`src/rtl/vga_ctrl_pkg.sv`:
```
// Shared types and defaults for the VGA filter-mode controller.
package vga_ctrl_pkg;

   typedef enum logic [1:0] {MODE_COLOR, MODE_GRAY, MODE_INVERT, MODE_MONO} filter_mode_e;

   typedef enum logic {S_RUN, S_PEND} mode_state_e;

   localparam int unsigned DEF_NUM_MODES    = 4;
   localparam int unsigned DEF_DEBOUNCE_CYC = 250000;  // 10 ms at 25 MHz
   localparam int unsigned DEF_AUTO_FRAMES  = 120;

   // Next value of a counter that wraps modulus-1 -> 0.
   function automatic int unsigned wrap_inc(input int unsigned val, input int unsigned modulus);
      return (val >= modulus - 1) ? 0 : val + 1;
   endfunction

endpackage

```
`src/rtl/btn_debounce.sv`:
```
// Push-button conditioner: 2-FF synchronizer, stability counter and rising-edge pulse.
module btn_debounce
   import vga_ctrl_pkg::*;
#(
   parameter int unsigned DEBOUNCE_CYC = DEF_DEBOUNCE_CYC
) (
   input  logic i_clk,
   input  logic i_reset,
   input  logic i_btn,
   output logic o_req
);

   localparam int unsigned CW = (DEBOUNCE_CYC > 1) ? $clog2(DEBOUNCE_CYC) : 1;

   logic [1:0]    r_sync;
   logic          r_db;
   logic [CW-1:0] r_cnt;
   logic          r_req;
   logic          w_differs;
   logic          w_accept;

   // Bring the raw button into the clock domain.
   always_ff @(posedge i_clk or posedge i_reset) begin
      if (i_reset) begin
         r_sync <= 2'b00;
      end else begin
         r_sync <= {r_sync[0], i_btn};
      end
   end

   // A level differing from the debounced one is accepted after DEBOUNCE_CYC straight cycles.
   always_comb begin
      w_differs = r_sync[1] ^ r_db;
      w_accept  = w_differs && (r_cnt == CW'(DEBOUNCE_CYC - 1));
   end

   // Stability counter, debounced level and one-cycle pulse on an accepted press.
   always_ff @(posedge i_clk or posedge i_reset) begin
      if (i_reset) begin
         r_cnt <= '0;
         r_db  <= 1'b0;
         r_req <= 1'b0;
      end else begin
         r_req <= w_accept & r_sync[1];
         if (w_accept) begin
            r_db  <= r_sync[1];
            r_cnt <= '0;
         end else if (w_differs) begin
            r_cnt <= r_cnt + 1'b1;
         end else begin
            // Synced level went back to the debounced one: restart the stability window.
            r_cnt <= '0;
         end
      end
   end

   assign o_req = r_req;

endmodule

```
`src/rtl/vga_filter_mode_ctrl.sv`:
```
// Filter-mode sequencer: button/slideshow requests committed only at the v_sync falling edge.
module vga_filter_mode_ctrl
   import vga_ctrl_pkg::*;
#(
   parameter int unsigned NUM_MODES    = DEF_NUM_MODES,
   parameter int unsigned DEBOUNCE_CYC = DEF_DEBOUNCE_CYC,
   parameter int unsigned AUTO_FRAMES  = DEF_AUTO_FRAMES,
   localparam int unsigned MW = (NUM_MODES > 1) ? $clog2(NUM_MODES) : 1
) (
   input  logic          i_clk,
   input  logic          i_reset,
   input  logic          i_btn_next,
   input  logic          i_auto_en,
   input  logic          i_v_sync,
   output logic [MW-1:0] o_mode_sel,
   output logic          o_mode_pending,
   output logic          o_frame_tick,
   output logic [15:0]   o_frame_cnt
);

   localparam int unsigned AW = (AUTO_FRAMES > 1) ? $clog2(AUTO_FRAMES) : 1;

   logic          w_req_btn;
   logic          r_vs_d;
   logic          w_fb;
   logic          r_frame_tick;
   logic [15:0]   r_frame_cnt;
   logic [AW-1:0] r_auto_cnt;
   logic          w_auto_last;
   logic          w_req_auto;
   logic          w_req;
   logic          w_commit;
   mode_state_e   r_state;
   mode_state_e   w_state_next;
   logic [MW-1:0] r_mode_sel;

   btn_debounce #(
      .DEBOUNCE_CYC (DEBOUNCE_CYC)
   ) u_btn_debounce (
      .i_clk   (i_clk),
      .i_reset (i_reset),
      .i_btn   (i_btn_next),
      .o_req   (w_req_btn)
   );

   // Delayed v_sync; resets low so no boundary is seen right after reset.
   always_ff @(posedge i_clk or posedge i_reset) begin
      if (i_reset) begin
         r_vs_d <= 1'b0;
      end else begin
         r_vs_d <= i_v_sync;
      end
   end

   // Frame boundary and request sources.
   always_comb begin
      w_fb        = r_vs_d & ~i_v_sync;
      w_auto_last = (r_auto_cnt == AW'(AUTO_FRAMES - 1));
      w_req_auto  = i_auto_en & w_fb & w_auto_last;
      w_req       = w_req_btn | w_req_auto;
   end

   // Frame tick pulse and free-running frame counter, both one cycle after the boundary.
   always_ff @(posedge i_clk or posedge i_reset) begin
      if (i_reset) begin
         r_frame_tick <= 1'b0;
         r_frame_cnt  <= '0;
      end else begin
         r_frame_tick <= w_fb;
         if (w_fb) begin
            r_frame_cnt <= r_frame_cnt + 16'd1;
         end
      end
   end

   // Slideshow frame counter; held at zero while auto mode is off so enabling restarts it.
   always_ff @(posedge i_clk or posedge i_reset) begin
      if (i_reset) begin
         r_auto_cnt <= '0;
      end else if (!i_auto_en) begin
         r_auto_cnt <= '0;
      end else if (w_fb) begin
         r_auto_cnt <= w_auto_last ? '0 : r_auto_cnt + 1'b1;
      end
   end

   // Next state: a request in S_RUN is queued even on a boundary cycle; S_PEND absorbs requests.
   always_comb begin
      w_state_next = r_state;
      w_commit     = 1'b0;
      unique case (r_state)
         S_RUN: begin
            if (w_req) begin
               w_state_next = S_PEND;
            end
         end
         S_PEND: begin
            if (w_fb) begin
               w_state_next = S_RUN;
               w_commit     = 1'b1;
            end
         end
         default: w_state_next = S_RUN;
      endcase
   end

   // FSM state and committed mode; mode_sel only moves on a boundary edge.
   always_ff @(posedge i_clk or posedge i_reset) begin
      if (i_reset) begin
         r_state    <= S_RUN;
         r_mode_sel <= MW'(MODE_COLOR);
      end else begin
         r_state <= w_state_next;
         if (w_commit) begin
            r_mode_sel <= MW'(wrap_inc(32'(r_mode_sel), NUM_MODES));
         end
      end
   end

   assign o_mode_sel     = r_mode_sel;
   assign o_mode_pending = (r_state == S_PEND);
   assign o_frame_tick   = r_frame_tick;
   assign o_frame_cnt    = r_frame_cnt;

endmodule

```
`config.mk`:
```
export PLATFORM = sky130hd
export DESIGN_NAME = vga_filter_mode_ctrl
export DESIGN_NICKNAME = d
export VERILOG_FILES = /design/src/rtl/vga_ctrl_pkg.sv /design/src/rtl/btn_debounce.sv /design/src/rtl/vga_filter_mode_ctrl.sv
export SDC_FILE = /design/constraint.sdc
export NUM_CORES = 1
export LEC_CHECK = 0
export ABC_AREA = 1
export CAP_MARGIN = 0
export CORE_UTILIZATION = 50
export DETAILED_ROUTE_END_ITERATION = 8
export GPL_TIMING_DRIVEN = 0
export PLACE_DENSITY_LB_ADDON = 0.15
export RECOVER_POWER = 25
export SLEW_MARGIN = 20
export SYNTH_ARGS = -nofsm -noshare
export SYNTH_HDL_FRONTEND = slang
export SYNTH_SLANG_ARGS = --single-unit
```
`constraint.sdc`:
```
create_clock -name i_clk -period 1.3 [get_ports i_clk]
set_input_delay 0.195 -clock i_clk [delete_from_list [all_inputs] [get_ports i_clk]]
set_output_delay 0.195 -clock i_clk [all_outputs]
set_load 0.01 [all_outputs]
```
Wires at chosen ports, followed through buffers:
Bar = 20 um.
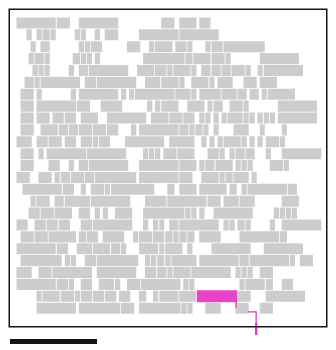
- `o_frame_tick`: magenta (direction output; edge bottom; end cells 1; buffers 1; wire 6.40 um)
Port Buffers: 24
I/O pin cnt: 25

Cell placement:
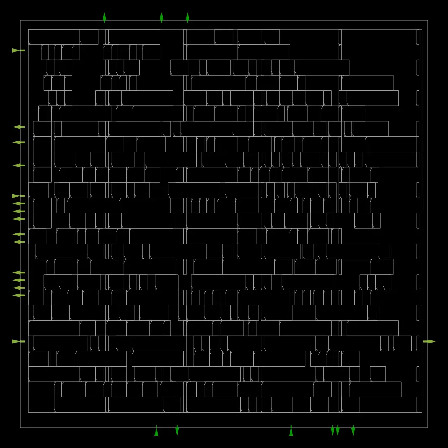
Fillers: 353
fin util: 0.724
row cnt: 25

Routed metal, one colour a layer:
Two of the layers only.
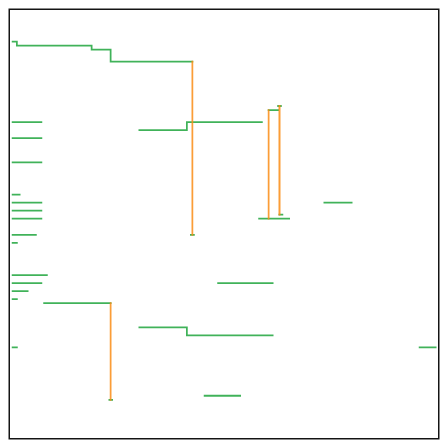
- metal 4: orange (wire length 82.3 um)
- metal 3: green (wire length 170 um)
DRT Wirelength: 5320 um
All-Layer GR Usage: 0.210
DR vias: 2060
WL/cell: 12.7 um

==> results.toml <==
# generated from flow reports
[critical_path]
cp.required_ns = 1.53
worstSetupPathType = "input pin to flip-flop"
worstSetupStartpoint = "i_v_sync"
critPathLaunchType = "input pin"
worst_setup_path_end_kind = "flip-flop"
r2r-end = "o_frame_cnt[12]"
timing.rr.start = "o_frame_cnt[1]"
rrSetupSlack_ns = -0.07
crit_end = "r_auto_cnt[0]"
worst-path-max-fanout = 8
rr_worst_depth = 8
arrival_ns = 1.60

[global_routing]
grt_pass1_vias = 1825
met3_usage = 0.0417
grt_max_degree = 51
grtUsageMet1 = 0.291
grt_pass1_wl_um = 8400
antenna_found_initial = 0
overflow = 0
gr-usage-met2 = 0.334
grt-busiest-layer = "met2"

[logic_synthesis]
netlist_logic_family_top = "simple AND/OR/NAND/NOR gates"
yosysWarnings = 0
synth_compound_gate_area_share = 0.0410
fp_nets = 298
syn_inst = 289
ys_sh_mux = 0
common_cells = "nand2_1 (56), nor2_1 (51), dfrtp_1 (50)"
ys_ff = 50
yosys.cell_count.top_type = "nand2_1"
largest_area_cell = "dfrtp_1"
syn_area_mm2 = 0.00247
ys_top_cells_by_area = "dfrtp_1 (51%), nand2_1 (8.5%), nor2_1 (7.7%), inv_1 (5.9%), xor2_1 (5.3%)"
synthDistinctLibCells = 26
ys_cells = 289
seq_area_frac_synth = 0.506
synthArstFlopShare = 1.00
synth_top_area_share = 0.506
avgSynthCellArea_um2 = 8.55
synth_adder_area_share = 0.0202
synth-xor-area-share = 0.0815
simple_gate_share = 0.292
flop_cell = "dfrtp_1"
yosysChipArea_mm2 = 0.00247
synth-edff-count = 0

[clock_network]
cts.reportedPaths.clkPinSlew_ns = 0.09
cts_tree = "built"
htreeDepth = 2
worstSkewPairLatency_ns = 0.30
root_buffer = "clkbuf_8"
numCtsBuffers = 5
cts_buffer_depth = 2
clock_sinks = 50

[final_timing]
rsz0062_at_grt = "yes"
skew_ns = 0.00772
layout_setup_ws_ns = -0.0756
slew_violations = 0
setup_violations = 15
whs_ns = 0.355
layout_min_cycle_time_ns = 1.38
finalCritPeriodShare = 1.06
slew_headroom = 0.582
fmax_mhz = 727
worstMarginPinSlew_ns = 0.626
hold_viol_final = 0

[layout]
antenna_cells = 0
logic_area_mm2 = 0.00138
final_cells = 419
drive_gt1_frac = 0.335
area_growth_pct = 39.3
final_common_cell = "nand2_1"
fin_area_mm2 = 0.00344
regArea_mm2 = 0.00126
lay_top_cells = "nand2_1 (46), dfrtp_1 (42), nor2_1 (38)"
layout.nets = 360

[drt]
ant_nets = 0
via_per_inst = 4.92
first_pass_iters = 4
drc = 0
drt_iter0_drc = 136

[outcome]
outcome = "complete, but fails checks"
violations = "negative setup slack"

[hold_path]
hold_path_end = "u_btn_debounce.r_sync[1]"
min_path_cells = 0
min-delay-start = "u_btn_debounce.r_sync[0]"
hp-class = "flip-flop to flip-flop"

[floorplanning]
die_w_um = 72.3
die_area_mm2 = 0.00523
design.core.area_mm2 = 0.00475
die_y_um = 72.3
fp-utilization = 0.520

[place]
gp_congestion = 0.863
dp_cells = 380
postPlaceCellArea_mm2 = 0.00280
hpwl_um = 3120

[job]
drv_cap = 0
warnings = 29

[pwr]
leakage_uw = 0.00166
cellPowerDensity_mw_per_mm2 = 1030
max-vdd-ir-drop_v = 0.000966
## cell type report
cell class	instances	area share
well taps	67	0.0243
clock inverters	1	0.00218
clock buffers	7	0.0222
multi-input cells	200	0.401
repair buffers	55	0.139
flip-flops and latches	50	0.366
inverters	39	0.0447
## routing by layer
metal  up-vias  part of all wire  wire length (um)
met5         -                 0                 0
met4         0             0.015                82
met3         8             0.032               170
met2        34              0.48              2570
met1       993              0.47              2500
li1       1025                 -                 -
## state kept, by name (all words and copies together) (netlist names)
register,cells
u_btn_debounce.r_cnt,18
o_frame_cnt,16
r_auto_cnt,7
o_mode_sel,2
u_btn_debounce.r_sync,2
o_frame_tick,1
o_mode_pending,1
r_vs_d,1
u_btn_debounce.o_req,1
u_btn_debounce.r_db,1
## worst max-delay path: stages
cell and delay (ns):
dlygate4sd3_1 0.55, inv_1 0.10, nand2_4 0.11, nor2_2 0.16, inv_1 0.11, nor2_4 0.15
inv_1 0.08, o21ai_1 0.14
## what timing repair did
item | 4_1_cts | 5_1_grt
endpoints found under the setup margin | 41 | 30
resized | 42 | 68
gates cloned | 0 | 0
setup buffers | 14 | 16
hold buffers | 0 | 0
pin swaps | 8 | 33
endpoints found under the hold margin | 0 | 0
## metrics by stage
stage / worst slack, ns / utilization / TNS [ns] / power (uW)
2_1_floorplan: -0.0294 / - / -0.0571 / 2160
3_3_place_gp: -0.273 / 0.589 / -11.80 / 2470
5_1_grt: -0.190 / 0.724 / -2.30 / 3760
6_report: -0.0756 / 0.724 / -0.500 / 3560
3_5_place_dp: -0.285 / 0.589 / -12.66 / 2480
4_1_cts: -0.0822 / 0.641 / -0.163 / 3390
## report_power, final
group / internal [uW] / leakage [uW] / switching (uW)
clock: 382 / 0.0000385 / 505
combinational: 439 / 0.000971 / 388
sequential: 1700 / 0.000647 / 150
Power and IR drop assume default switching activity.
